run_1/congestion_map.png
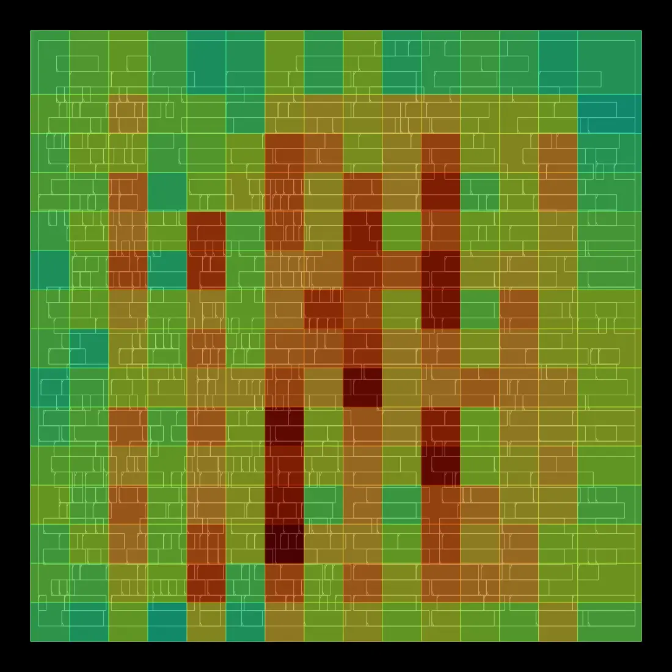
run_1/gates.png
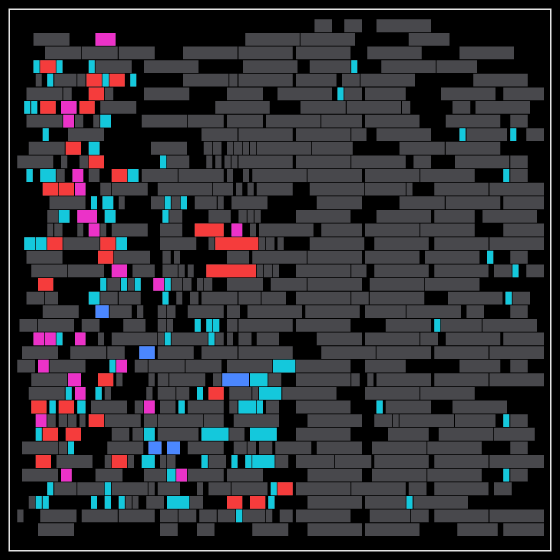
run_1/m2.png
Scale bar: 20 microns.
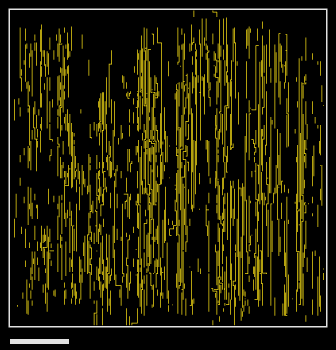
**src/rtl/ps2_rxfifo_funcmod.sv**
```systemverilog
`default_nettype none
// ============================================================================
// Module   : ps2_rxfifo_funcmod
// Purpose  : PS/2 device-to-host receiver with clock-line filtering, framing
//            and odd-parity checking, E0/F0 prefix folding and a show-ahead
//            FIFO of {tag, code} entries with a valid/read handshake.
// Ports    : CLOCK   - system clock
//            RESET   - synchronous reset, active-high
//            PS2_CLK - raw PS/2 clock line (asynchronous)
//            PS2_DAT - raw PS/2 data line (asynchronous)
//            iRead   - pop request, honoured only while oValid=1
//            oValid  - FIFO not empty
//            oData   - head entry scan code
//            oTag    - head entry tag {drop, parity err, framing err, 0,
//                      extended, break}
//            oCount  - number of entries held (0 .. 2**FIFO_AW)
// Revision : 1.0 - initial release
// ============================================================================
module ps2_rxfifo_funcmod #(
    parameter int FILTER_LEN  = 8,
    parameter int TIMEOUT_CYC = 100000,
    parameter int FIFO_AW     = 3
) (
    input  logic               CLOCK,
    input  logic               RESET,
    input  logic               PS2_CLK,
    input  logic               PS2_DAT,
    input  logic               iRead,
    output logic               oValid,
    output logic [7:0]         oData,
    output logic [5:0]         oTag,
    output logic [FIFO_AW:0]   oCount
);

    localparam int               c_DEPTH = 1 << FIFO_AW;
    localparam int               c_TMR_W = $clog2(TIMEOUT_CYC + 1);
    localparam logic [FIFO_AW:0] c_FULL  = {1'b1, {FIFO_AW{1'b0}}};

    typedef enum logic [1:0] {
        ST_IDLE   = 2'd0,
        ST_DATA   = 2'd1,
        ST_PARITY = 2'd2,
        ST_STOP   = 2'd3
    } state_t;

    // ---------------- input conditioning ----------------
    logic       r_clk_s1, r_clk_s2, r_dat_s1, r_dat_s2;
    logic       r_flt;          // filtered PS/2 clock
    logic [7:0] r_flt_cnt;      // consecutive samples disagreeing with r_flt
    logic       r_fall;         // one-cycle strobe: filtered clock just fell
    logic       r_bit;          // data line captured with the edge

    always_ff @(posedge CLOCK) begin
        if (RESET) begin
            r_clk_s1  <= 1'b1;
            r_clk_s2  <= 1'b1;
            r_dat_s1  <= 1'b1;
            r_dat_s2  <= 1'b1;
            r_flt     <= 1'b1;
            r_flt_cnt <= 8'd0;
            r_fall    <= 1'b0;
            r_bit     <= 1'b0;
        end else begin
            r_clk_s1 <= PS2_CLK;
            r_clk_s2 <= r_clk_s1;
            r_dat_s1 <= PS2_DAT;
            r_dat_s2 <= r_dat_s1;
            r_fall   <= 1'b0;
            if (r_clk_s2 != r_flt) begin
                if (r_flt_cnt == 8'(FILTER_LEN - 1)) begin
                    r_flt     <= r_clk_s2;
                    r_flt_cnt <= 8'd0;
                    r_fall    <= r_flt;     // only a 1->0 flip is an edge
                    r_bit     <= r_dat_s2;
                end else begin
                    r_flt_cnt <= r_flt_cnt + 8'd1;
                end
            end else begin
                r_flt_cnt <= 8'd0;
            end
        end
    end

    // ---------------- frame FSM ----------------
    state_t               r_state, w_state_nxt;
    logic [7:0]           r_shift;
    logic [2:0]           r_bitcnt;
    logic                 r_par, r_stop, r_done;
    logic                 r_ext, r_brk, r_drop;
    logic [c_TMR_W-1:0]   r_timer;
    logic                 w_frame_end, w_active, w_timeout;

    // Timer guards both a stalled frame and a prefix byte with no follow-up.
    assign w_active  = (r_state != ST_IDLE) || r_ext || r_brk;
    assign w_timeout = w_active && !r_fall &&
                       (r_timer == c_TMR_W'(TIMEOUT_CYC - 1));

    always_ff @(posedge CLOCK) begin
        if (RESET) r_state <= ST_IDLE;
        else       r_state <= w_state_nxt;
    end

    always_comb begin
        w_state_nxt = r_state;
        w_frame_end = 1'b0;
        case (r_state)
            ST_IDLE:   if (r_fall && !r_bit) w_state_nxt = ST_DATA;
            ST_DATA:   if (r_fall && r_bitcnt == 3'd7) w_state_nxt = ST_PARITY;
            ST_PARITY: if (r_fall) w_state_nxt = ST_STOP;
            ST_STOP: begin
                if (r_fall) begin
                    w_state_nxt = ST_IDLE;
                    w_frame_end = 1'b1;
                end
            end
            default:   w_state_nxt = ST_IDLE;
        endcase
        if (w_timeout) begin
            w_state_nxt = ST_IDLE;
            w_frame_end = 1'b0;
        end
    end

    // ---------------- frame completion ----------------
    logic        w_par_err, w_frm_err, w_err, w_is_e0, w_is_f0, w_push;
    logic [13:0] w_entry;

    assign w_par_err = ~(^r_shift ^ r_par);
    assign w_frm_err = ~r_stop;
    assign w_err     = w_par_err | w_frm_err;
    assign w_is_e0   = (r_shift == 8'hE0);
    assign w_is_f0   = (r_shift == 8'hF0);
    assign w_push    = r_done && (w_err || !(w_is_e0 || w_is_f0));
    assign w_entry   = {r_drop, w_par_err, w_frm_err, 1'b0, r_ext, r_brk, r_shift};

    // ---------------- FIFO ----------------
    logic [13:0]        r_mem [c_DEPTH];
    logic [FIFO_AW-1:0] r_wptr, r_rptr;
    logic [FIFO_AW:0]   r_count;
    logic               w_pop, w_full, w_wr;

    assign w_pop  = iRead && (r_count != '0);
    assign w_full = (r_count == c_FULL);
    // A pop in the same cycle frees the slot, so a full FIFO still accepts.
    assign w_wr   = w_push && (!w_full || w_pop);

    always_ff @(posedge CLOCK) begin
        if (w_wr) r_mem[r_wptr] <= w_entry;
    end

    always_ff @(posedge CLOCK) begin
        if (RESET) begin
            r_shift  <= 8'd0;
            r_bitcnt <= 3'd0;
            r_par    <= 1'b0;
            r_stop   <= 1'b0;
            r_done   <= 1'b0;
            r_ext    <= 1'b0;
            r_brk    <= 1'b0;
            r_drop   <= 1'b0;
            r_timer  <= '0;
            r_wptr   <= '0;
            r_rptr   <= '0;
            r_count  <= '0;
        end else begin
            r_done <= w_frame_end;

            if (r_fall) begin
                case (r_state)
                    ST_IDLE:   r_bitcnt <= 3'd0;
                    ST_DATA: begin
                        r_shift  <= {r_bit, r_shift[7:1]};
                        r_bitcnt <= r_bitcnt + 3'd1;
                    end
                    ST_PARITY: r_par  <= r_bit;
                    ST_STOP:   r_stop <= r_bit;
                    default:   r_bitcnt <= 3'd0;
                endcase
            end

            if (!w_active || r_fall || w_timeout) r_timer <= '0;
            else                                  r_timer <= r_timer + c_TMR_W'(1);

            if (w_timeout) begin
                r_ext <= 1'b0;
                r_brk <= 1'b0;
            end else if (r_done) begin
                if (w_err || !(w_is_e0 || w_is_f0)) begin
                    r_ext <= 1'b0;
                    r_brk <= 1'b0;
                end else if (w_is_e0) begin
                    r_ext <= 1'b1;
                end else begin
                    r_brk <= 1'b1;
                end
            end

            if (w_push && !w_wr)  r_drop <= 1'b1;
            else if (w_wr)        r_drop <= 1'b0;

            if (w_wr)  r_wptr <= r_wptr + 1'b1;
            if (w_pop) r_rptr <= r_rptr + 1'b1;
            case ({w_wr, w_pop})
                2'b10:   r_count <= r_count + 1'b1;
                2'b01:   r_count <= r_count - 1'b1;
                default: r_count <= r_count;
            endcase
        end
    end

    assign oValid         = (r_count != '0);
    assign oCount         = r_count;
    assign {oTag, oData}  = oValid ? r_mem[r_rptr] : 14'd0;

endmodule
`default_nettype wire

```
**config.mk**
```make
export PLATFORM = sky130hd
export DESIGN_NAME = ps2_rxfifo_funcmod
export DESIGN_NICKNAME = d
export VERILOG_FILES = /design/src/rtl/ps2_rxfifo_funcmod.sv
export SDC_FILE = /design/constraint.sdc
export NUM_CORES = 1
export LEC_CHECK = 0
export CORE_UTILIZATION = 62
export CTS_CLUSTER_DIAMETER = 100
export CTS_CLUSTER_SIZE = 8
export DETAILED_ROUTE_END_ITERATION = 12
export PLACE_DENSITY_LB_ADDON = 0.2
export SYNTH_ARGS = -nofsm -noshare
export SYNTH_HDL_FRONTEND = slang
export SYNTH_SLANG_ARGS = --single-unit
```
**constraint.sdc**
```tcl
create_clock -name CLOCK -period 7.55 [get_ports CLOCK]
set_clock_uncertainty 0.1 [all_clocks]
set_input_delay 0.755 -clock CLOCK [delete_from_list [all_inputs] [get_ports CLOCK]]
set_output_delay 0.755 -clock CLOCK [all_outputs]
set_load 0.03 [all_outputs]
```
==> flow_results.org, run 1 <==
* Flow results

** Outcome
- The run finished with clean final reports.

** Place
- Including well taps, the total number of placed cells is 648.

** Clock tree
- On the worst setup and hold paths after CTS, the clock-pin slew comes to 0.06 ns.
- Count of cells resized by post-cts repair :: 0
- The clock passes through at most 2 buffers.

** Layout
- The design has 168 sequential cells.
- Most frequent cells in the layout :: 104 x edfxtp_1, 63 x dfxtp_1, 61 x nor2_1
- Cells fill 73.1% of the core in the end.
- Summing all multi-input logic gate instances after layout gives 0.00242 sq mm.
- The sequential cells in the finished layout cover a total of 0.00441 sq mm.
- Non-clk invs :: 17
- Non-filler instance count after layout :: 680
- In the final layout, clock buffers and inverters account for 7.72% of the cell area.
- After layout, the buffer instance count without clock buffers stands at 30.

** Yosys
- Top cell types by occurrence after synthesis :: 104 x edfxtp_1, 64 x dfxtp_1, 61 x nor2_1
- Top cell type by instance count after synthesis :: edfxtp_1
- Ranking of synthesized cells by area :: edfxtp_1 45%, dfxtp_1 18%, mux4_2 8.4%
- Sorting the Yosys area breakdown by cell type puts at the top edfxtp_1.
- Simple-Gate Fraction of Synth Area :: 11.3%

** Pwr
- The power report attributes to the sequential group a share of 43.2%.
- Worst ir drop on vdd :: 0.155 mV
- Of the total power, combinational logic draws 19.7%.
- Net Sw Power :: 648 uW

** Timing
- Looking at the max-slew report, the worst-margin pin has a slew of 1.26 ns.
- Max Freq :: 261 MHz

** Floorplan
- The vertical die dimension reported for this design is 108 microns.
- Tap insertion was completed with 140 tapcells.
- Core area :: 0.0109 sq mm

** Setup path
- The report puts the cell count of the worst reg-to-reg path at 6.
- STA classifies the critical path startpoint as a flop.
- Destination of the critical timing path :: oTag[4]

** GRT
- The global routing report lists met2 layer usage as 39.9%.

** Flow run
- Max Cap Violations :: 0
Notes on congestion_map.png above:
met3 demand-to-capacity share in global routing: 5.63%
gr usage total: 23.6%
most congested layer reported by global routing: met2

Notes on gates.png above:
- and/or cells: magenta (cells 21; most used and3_1)
- non-inverting ao/oa cells: blue (cells 5; most used a21o_1)
- xor and xnor cells: red (cells 30; most used xor2_1)
- nor cells: cyan (cells 84; most used nor2_1; where all over the die)

Notes on m2.png above:
- wire length on this layer: 6340 microns
- share of all routed wire: 51%
- main direction: vertical
- longest straight run: 58.5 microns

## Run 2: what changed since run 1
--- a/config.mk
+++ b/config.mk
@@ -5,7 +5,7 @@
 export SDC_FILE = /design/constraint.sdc
 export NUM_CORES = 1
 export LEC_CHECK = 0
-export CORE_UTILIZATION = 62
+export CORE_UTILIZATION = 55
 export CTS_CLUSTER_DIAMETER = 100
 export CTS_CLUSTER_SIZE = 8
 export DETAILED_ROUTE_END_ITERATION = 12
==> constraint.sdc (replaced) <==
create_clock -name CLOCK -period 3.4 [get_ports CLOCK]
set_clock_uncertainty 0.1 [all_clocks]
set_input_delay 0.34 -clock CLOCK [delete_from_list [all_inputs] [get_ports CLOCK]]
set_output_delay 0.34 -clock CLOCK [all_outputs]
set_load 0.03 [all_outputs]
run_2/m3.png
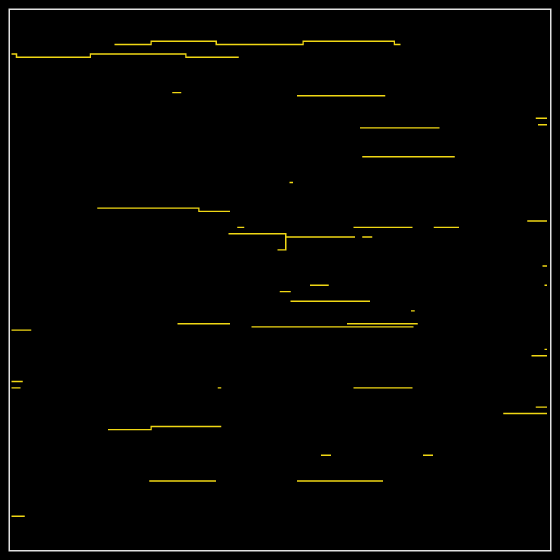
- share of all routed wire: 3.6%
- wire length on this layer: 436 microns
- main direction: horizontal
- nets with wire on the layer: 24
met3 demand-to-capacity share in global routing: 5.40%
Via Count: 3906
wire length reported by the detailed router: 12100 microns

==> run 2 against run 1 <==
  * Total power up 110%
  * Global-route usage down 2.7 points
  * Largest cell class unchanged
  * Synthesized cell count unchanged
  * Wire length down 1.6%
  * Sequential share of layout area down 0.38 points
  * Area after synthesis unchanged
==> flow_results.org, run 2 <==
* Flow results

** Setup path
- The end of the critical path is oCount[3] (was oTag[4]).
- Depth of the worst register-to-register path :: 12 (was 6)

** Timing
- Per the timing report, the achievable frequency comes out to 316 MHz.

** Flow run
- Max Cap Violations :: 0 (unchanged)

** Layout
- Non-clock buffer total of the final layout :: 40 (was 30)
- Logic area :: 0.00242 sq mm (unchanged)
- Non-clk invs :: 17 (unchanged)
- Register cell area after layout :: 0.00441 sq mm (about the same)
- Non-filler instance count after layout :: 718 (was 680)
- The clock-cell share of area came to 6.84% (was 7.72%).
- The number of sequential cells in the layout was 168 (unchanged).

** GRT
- Most congested layer reported by global routing :: met2 (unchanged)
- Gr usage total :: 20.9% (was 23.6%)
- Global routing usage on met2 :: 35.0% (was 39.9%)

** Pwr
- Worst ir drop on vdd :: 0.300 mV (was 0.155 mV)
- The relative contribution of combinational cells to total power was 22.4% (was 19.7%).
- Share of total power in sequential cells :: 43.3% (was 43.2%)
- Net Sw Power :: 1350 uW (was 648 uW)

** Floorplan
- The placeable core area is 0.0122 sq mm (was 0.0109 sq mm).
- The number of tap cells inserted is 168 (was 140).

** Outcome
- Status: finished, final reports clean (unchanged).

** Place
- Count of placed standard cells including taps :: 682 (was 648)

** Yosys
- Ranking of synthesized cells by area: edfxtp_1 45%, dfxtp_1 18%, mux4_2 8.4% (unchanged).
- The largest area contributor in the netlist is edfxtp_1 (unchanged).

** Clock tree
- Count of cells resized by post-cts repair :: 0 (unchanged)
run_2/gates.png
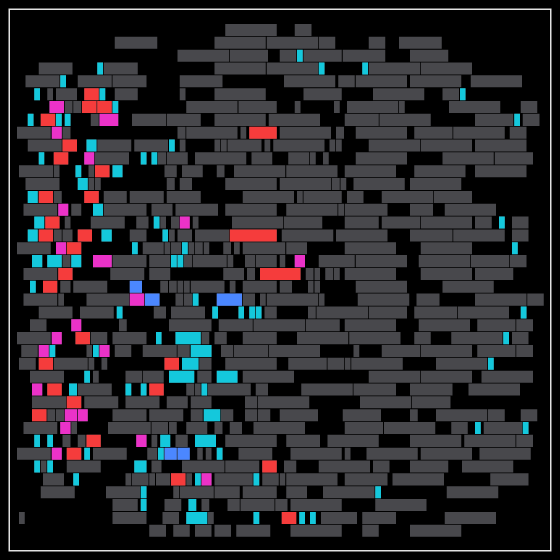
- non-inverting ao/oa cells: blue (cells 5; most used a21o_1)
- xor and xnor cells: red (cells 30; most used xor2_1)
- nor cells: cyan (cells 84; most used nor2_1; where all over the die)
- and/or cells: magenta (cells 21; most used and3_1)

## Run 3: what changed since run 2
--- a/config.mk
+++ b/config.mk
@@ -9,6 +9,7 @@
 export CTS_CLUSTER_DIAMETER = 100
 export CTS_CLUSTER_SIZE = 8
 export DETAILED_ROUTE_END_ITERATION = 12
+export MAX_ROUTING_LAYER = met4
 export PLACE_DENSITY_LB_ADDON = 0.2
 export SYNTH_ARGS = -nofsm -noshare
 export SYNTH_HDL_FRONTEND = slang
run_3/congestion_map.png
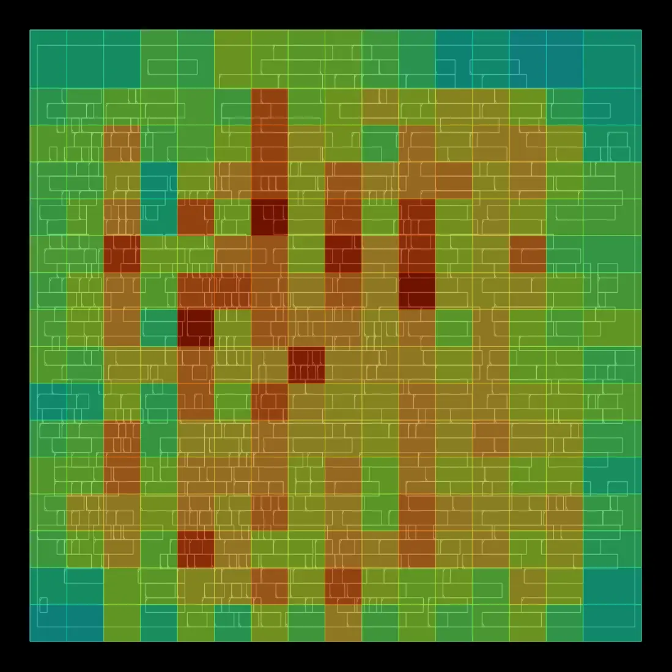
met1 Track Usage GR: 26.2%
gr usage total: 21.5%

==> run 3 against run 2 <==
  * Flip-flop count did not move
  * Combinational power is essentially flat
  * Maximum frequency grew 0.43%
  * Clock power is essentially flat
  * Largest cell class unchanged
==> flow_results.org, run 3 <==
* Flow results

** Setup path
- The element type at the critical path start was a flop (unchanged).
- Longest individual stage delay on the worst path :: 0.50 ns (about the same)
- Depth of the worst register-to-register path :: 12 (unchanged)
- Destination of the critical timing path :: oCount[3] (unchanged)

** Floorplan
- Overall die height :: 114 microns (unchanged)
- The placeable core area is 0.0122 sq mm (unchanged).
- Width of the die :: 114 microns (unchanged)
- Tapcells inserted :: 168 (unchanged)

** Pwr
- The sequential power was 2220 uW (about the same).
- The switching power came to 1360 uW (was 1350 uW).
- The maximum vdd drop is 0.301 mV (was 0.300 mV).
- The register share of total power came to 43.3% (about the same).
- The relative contribution of combinational cells to total power came to 22.4% (about the same).

** Layout
- The number of non-clock inverters came to 17 (unchanged).
- The combinational share of cell area came to 30.2% (unchanged).
- Flip-flop count of the largest register, all copies and words added :: 104 (unchanged)
- The count of plain and timing-repair buffers in the layout came to 40 (unchanged).
- The area used by multi-input combinational logic came to 0.00242 sq mm (unchanged).
- Most frequent cells in the layout: 104 x edfxtp_1, 62 x dfxtp_1, 61 x nor2_1 (unchanged).
- The clock-cell share of area was 6.84% (unchanged).
- The number of sequential cells in the layout came to 168 (unchanged).
- Register cell area after layout :: 0.00441 sq mm (unchanged)
- The final non-filler cell total came to 718 (unchanged).
- Final core utilization :: 65.9% (unchanged)

** Clock tree
- Maximum buffer depth of the clock tree :: 2 (unchanged)
- The number of gates resized after cts was 0 (unchanged).
- The clock input transition at the sequential cells of the worst setup and hold paths came to 0.06 ns (about the same).

** Yosys
- The largest area contributor in the netlist is edfxtp_1 (unchanged).
- The leading cell type by number of instances after synthesis is edfxtp_1 (unchanged).
- Top cell types by occurrence after synthesis :: 104 x edfxtp_1, 64 x dfxtp_1, 61 x nor2_1 (unchanged)
- Share of the yosys chip area belonging to registers :: 63.4% (unchanged)
- Ranking of synthesized cells by area :: edfxtp_1 45%, dfxtp_1 18%, mux4_2 8.4% (unchanged)
- The post-synthesis instance area came to 0.00695 sq mm (unchanged).

** Worst hold path
- Destination of the worst hold path :: r_clk_s2 (unchanged)
- Worst Min Path Start :: r_clk_s1 (unchanged)

** Outcome
- Status :: finished, final reports clean (unchanged)

** Timing
- The number of setup violations in the final report came to 0 (unchanged).
- Actual transition at the worst max-transition pin :: 0.734 ns (was 0.732 ns)
- Max Freq :: 317 MHz (was 316 MHz)

** Place
- The count of placed standard cells including taps was 682 (unchanged).
- DP HPWL :: 7540 microns (unchanged)

** Detailed routing
- The wire length on met3 is 446 microns (was 436 microns).
- The total iterations of the first detailed-routing run came to 4 (unchanged).

** Flow run
- Max Cap Violations :: 0 (unchanged)

** GRT
- Most congested layer reported by global routing :: met2 (unchanged)
- Met3 demand-to-capacity share in global routing :: 5.24% (was 5.40%)
run_3/m2.png
Scale bar: 20 microns.
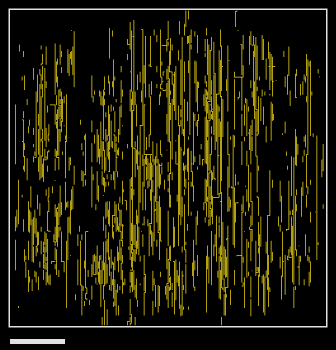
- main direction: vertical
- wire length on this layer: 6090 microns
wire length reported by the detailed router: 12200 microns
global routing usage on met2: 35.0%
Via Count: 3895

Power figures rest on the tool's default switching activity, not on a simulated workload.
